$ cat config.mk
export PLATFORM = sky130hd
export DESIGN_NAME = machine_seq_ctrl
export DESIGN_NICKNAME = d
export VERILOG_FILES = /design/src/rtl/machine_seq_ctrl.sv
export SDC_FILE = /design/constraint.sdc
export NUM_CORES = 1
export LEC_CHECK = 0
export ABC_AREA = 1
export CAP_MARGIN = 20
export CORE_ASPECT_RATIO = 2
export CORE_MARGIN = 5
export CORE_UTILIZATION = 30
export CTS_CLUSTER_SIZE = 28
export DETAILED_ROUTE_END_ITERATION = 12
export MAX_ROUTING_LAYER = met4
export PLACE_DENSITY_LB_ADDON = 0.15
export SKIP_CTS_REPAIR_TIMING = 1
export SYNTH_ARGS = -nofsm -noshare
export SYNTH_HDL_FRONTEND = slang
export SYNTH_SLANG_ARGS = --single-unit
export TNS_END_PERCENT = 50
$ cat constraint.sdc
create_clock -name clk -period 2 [get_ports clk]
set_input_delay 0.5 -clock clk [delete_from_list [all_inputs] [get_ports clk]]
set_output_delay 0.5 -clock clk [all_outputs]
set_load 0.02 [all_outputs]
$ cat src/rtl/machine_seq_ctrl.sv
// Test sequencer for single-input/single-output machine_* FSMs: resets the FSM,
// drives a captured bit pattern on x, records F after each bit and grades the F count.
//
// state   | meaning
// IDLE    | waiting for start; last results held
// DUT_RST | one-cycle reset pulse to the attached FSM
// DRIVE   | drive pattern[idx]; capture F produced by the previous bit
// LAST    | capture F produced by the final bit
// DONE    | one-cycle done pulse; pass updated at end of cycle
module machine_seq_ctrl #(
  parameter int MAX_LEN = 16,
  parameter int CNT_W   = 5
) (
  input  logic               clk,
  input  logic               rst,
  input  logic               start,
  input  logic [MAX_LEN-1:0] pattern,
  input  logic [CNT_W-1:0]   length,
  input  logic [CNT_W-1:0]   expected_count,
  input  logic               dut_f,
  output logic               dut_x,
  output logic               dut_rst,
  output logic               busy,
  output logic               done,
  output logic               pass,
  output logic [CNT_W-1:0]   f_count,
  output logic [MAX_LEN-1:0] f_trace
);

  localparam int IDX_W = (MAX_LEN > 1) ? $clog2(MAX_LEN) : 1;
  localparam logic [CNT_W-1:0] MAX_LEN_C = CNT_W'(MAX_LEN);

  typedef enum logic [2:0] {
    S_IDLE,
    S_DUT_RST,
    S_DRIVE,
    S_LAST,
    S_DONE
  } state_t;

  state_t             state_q, state_d;
  logic [MAX_LEN-1:0] pattern_q, pattern_d;
  logic [CNT_W-1:0]   len_q, len_d;
  logic [CNT_W-1:0]   exp_q, exp_d;
  logic [CNT_W-1:0]   idx_q, idx_d;
  logic [CNT_W-1:0]   f_count_q, f_count_d;
  logic [MAX_LEN-1:0] f_trace_q, f_trace_d;
  logic               pass_q, pass_d;
  logic [CNT_W-1:0]   f_inc;

  always_ff @(posedge clk) begin
    if (rst) begin
      state_q   <= S_IDLE;
      pattern_q <= '0;
      len_q     <= '0;
      exp_q     <= '0;
      idx_q     <= '0;
      f_count_q <= '0;
      f_trace_q <= '0;
      pass_q    <= 1'b0;
    end else begin
      state_q   <= state_d;
      pattern_q <= pattern_d;
      len_q     <= len_d;
      exp_q     <= exp_d;
      idx_q     <= idx_d;
      f_count_q <= f_count_d;
      f_trace_q <= f_trace_d;
      pass_q    <= pass_d;
    end
  end

  always_comb begin
    state_d   = state_q;
    pattern_d = pattern_q;
    len_d     = len_q;
    exp_d     = exp_q;
    idx_d     = idx_q;
    f_count_d = f_count_q;
    f_trace_d = f_trace_q;
    pass_d    = pass_q;
    f_inc     = {{(CNT_W-1){1'b0}}, dut_f};

    case (state_q)
      S_IDLE: begin
        if (start) begin
          pattern_d = pattern;
          len_d     = (length > MAX_LEN_C) ? MAX_LEN_C : length;
          exp_d     = expected_count;
          f_count_d = '0;
          f_trace_d = '0;
          pass_d    = 1'b0;
          state_d   = S_DUT_RST;
        end
      end
      S_DUT_RST: begin
        idx_d   = '0;
        state_d = (len_q != '0) ? S_DRIVE : S_LAST;
      end
      S_DRIVE: begin
        // dut_f here reflects the bit driven in the previous DRIVE cycle
        if (idx_q != '0) begin
          f_trace_d[IDX_W'(idx_q - 1'b1)] = dut_f;
          f_count_d = f_count_q + f_inc;
        end
        if (idx_q == len_q - 1'b1) begin
          state_d = S_LAST;
        end else begin
          idx_d = idx_q + 1'b1;
        end
      end
      S_LAST: begin
        if (len_q != '0) begin
          f_trace_d[IDX_W'(len_q - 1'b1)] = dut_f;
          f_count_d = f_count_q + f_inc;
        end
        state_d = S_DONE;
      end
      S_DONE: begin
        pass_d  = (f_count_q == exp_q);
        state_d = S_IDLE;
      end
      default: state_d = S_IDLE;
    endcase
  end

  assign busy    = (state_q != S_IDLE);
  assign done    = (state_q == S_DONE);
  assign dut_rst = rst | (state_q == S_DUT_RST);
  assign dut_x   = (state_q == S_DRIVE) & pattern_q[idx_q[IDX_W-1:0]];
  assign pass    = pass_q;
  assign f_count = f_count_q;
  assign f_trace = f_trace_q;

endmodule

### Where the registers sit

Drawn at 2 px/um.
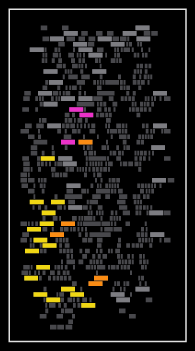
orange -> idx_q  # sequential cells 5
magenta -> state_q  # sequential cells 3
yellow -> pattern_q  # sequential cells 16

### Wiring by layer

Drawn at 3 px/um.
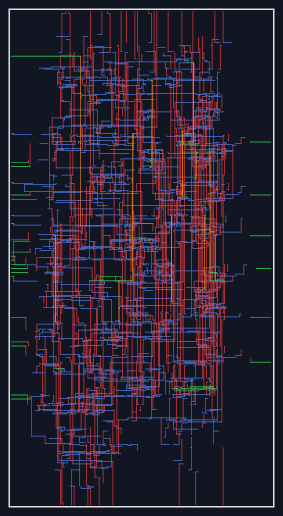
green -> met3  # wire length 271 um
red -> met2  # wire length 6,430 um
orange -> met4  # wire length 342 um
blue -> met1  # wire length 4,150 um

### The clock network

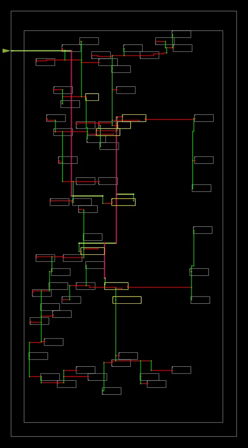
clk_skew: 5.67 ps
CTS sink count: 56
Clk. pwr: 1.09 mW
CLK BUF: 7
CTS Buf Count: 5

==> flow_summary_export.csv <==
group,metric,value,unit
outcome,status,"finished with violations",
outcome,violations,"setup timing",
pwr,p_per_area,1240,nW/um2
pwr,pwr-share-clk,18.3,%
logic_synthesis,ys_warn_count,0,
detailed_routing,via_per_inst,4.86,
clock_tree,cts.clk_slew.worst_paths,70,ps
timing,fmax,482,MHz
detailed_routing,top_layer,"met4",
worst_setup_path,worstRegToRegCells,13,
floorplan,rows,56,
detailed_routing,drt-met1-wl,4150,um
detailed_routing,via_count,3883,
detailed_routing,met3_length,270,um
logic_synthesis,synthCells,573,
pwr,maxPowerGroup,"combinational logic",
clock_tree,h-tree-depth,2,
logic_synthesis,synthesis.area,3620,um2
timing,hold-worst-slack,473,ps
global_routing,grt_busiest_layer,"met2",
worst_hold_path,hold_path_class,"register to register",
cells_and_area,utilization,40.8,%
timing,finalWorstSetupSlack,-76.3,ps
worst_setup_path,cp_common_cell,"buf_4",
global_routing,overflow,0,
timing,finalHoldViolCount,0,
timing,worst_pin_slew,482,ps
pwr,ir_drop,0.000538,V
timing,finalMaxSlewViolations,0,
pwr,p_sw,2.60,mW
floorplan,dieArea,14500,um2
pwr,pwr-share-comb,55.5,%
worst_hold_path,hp-start,"pass$_SDFFE_PP0P_",
worst_setup_path,crit_path_max_fanout,9,
floorplan,fp-utilization,30.8,%
worst_setup_path,startpoint,"idx_q[0]$_SDFFE_PP0P_",
clock_tree,cts_root_buf,"clkbuf_16",
timing,rsz0062_at_grt,"true",
global_routing,first_global_vias,3714,
worst_hold_path,min_to,"pass$_SDFFE_PP0P_",
logic_synthesis,async_reset_ff_share,0,%
pwr,power_sequential,1.56,mW
logic_synthesis,syn_avg_cell_area,6.32,um2
logic_synthesis,yosysChipArea,3620,um2
logic_synthesis,synth-edff-count,0,
clock_tree,cts.path.max_buffers,2,
logic_synthesis,ys_seq_share,31.0,%
worst_setup_path,crit_arrival,1580,ps
worst_setup_path,cp-end-kind,"primary output",
worst_setup_path,critical_path_class,"register to primary output",
cells_and_area,drive_above_1_share,12.8,%
timing,period_needed,2080,ps
timing,final-setup-viol-count,3,
cells_and_area,area_growth,32.6,%
logic_synthesis,yosys.cell_types.count,29,
placed_design,dpl.hpwl,8760,um
worst_setup_path,rrSetupSlack,-20,ps
placed_design,dp_cells,791,
floorplan,boundaryPins,56,
floorplan,die_w,87.7,um
worst_setup_path,slowest_delay,320,ps
placed_design,gp_congestion,0.908,
global_routing,grtUsageMet2,31.5,%
pwr,intPower,3.36,mW
logic_synthesis,yosysCellCount,573,
global_routing,grt_first_pass_wirelength,17800,um
### Logic cells by family

Drawn at 3 px/um.
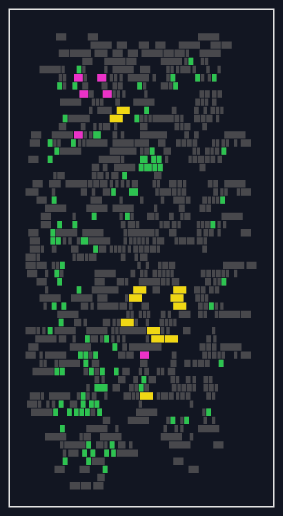
yellow -> adder and majority cells  # cells 12
green -> inverting AOI/OAI gates  # cells 91
magenta -> XOR/XNOR gates  # cells 6

### I/O nets highlighted

Drawn at 4 px/um.
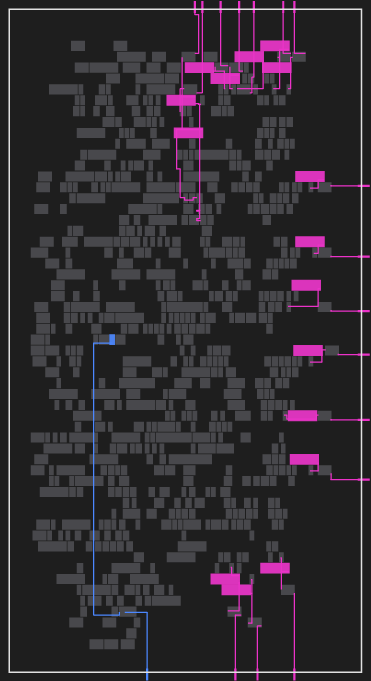
magenta -> f_trace  # bits 16, direction output, edge 7 top, 6 right, 3 bottom, end cells 16, wire 423 um
blue -> dut_rst  # bits 1, direction output, edge bottom, end cells 1, wire 99.7 um

[cells by family after synthesis]
| group | share of synthesized area [%] |
|---|---|
| AND/OR/NAND/NOR | 37.6 |
| AND-OR/OR-AND | 13.5 |
| flip-flops | 31.0 |
| buffers and inverters | 12.3 |
| adder cells (fa/ha/maj) | 4.15 |
| XOR/XNOR | 1.45 |
[cell type report]
cell class | instances | area [um2]
Fill cell | 1284 | 6970
Multi-Input combinational cell | 411 | 2060
Sequential cell | 56 | 1120
Timing Repair Buffer | 107 | 983
Inverter | 72 | 270
Tap cell | 145 | 181
Clock buffer | 7 | 153
Clock inverter | 1 | 30.0
[synthesized netlist by cell type, types with 3 or more instances]
| cell type | instances | area (um2) |
|---|---|---|
| xnor2_1 | 3 | 26.3 |
| buf_4 | 4 | 30.0 |
| nand3_1 | 95 | 475 |
| inv_2 | 8 | 30.0 |
| nor2_1 | 59 | 221 |
| clkbuf_1 | 13 | 48.8 |
| ha_1 | 12 | 150 |
| nor2_4 | 4 | 45.0 |
| nand4_1 | 17 | 106 |
| a21oi_1 | 46 | 230 |
| nor3_1 | 7 | 35.0 |
| o21ai_0 | 39 | 195 |
| nand2_2 | 3 | 18.8 |
| xor2_1 | 3 | 26.3 |
| buf_2 | 11 | 55.1 |
| clkbuf_2 | 3 | 15.0 |
| dfxtp_1 | 56 | 1120 |
| nor2_2 | 5 | 31.3 |
| inv_1 | 64 | 240 |
| nand2_1 | 107 | 402 |
[stage by stage]
step / setup TNS (ps) / total power, mW / cell area, um2
2_1_floorplan: 0 / 3.69 / 3620
3_3_place_gp: -487 / 4.86 / 4610
3_5_place_dp: -614 / 4.91 / 4610
4_1_cts: -1260 / 6.02 / 4790
5_1_grt: -1800 / 6.43 / 4800
6_report: -104 / 5.96 / 4800
No activity file was given, so power comes from the tool's default toggle rates.
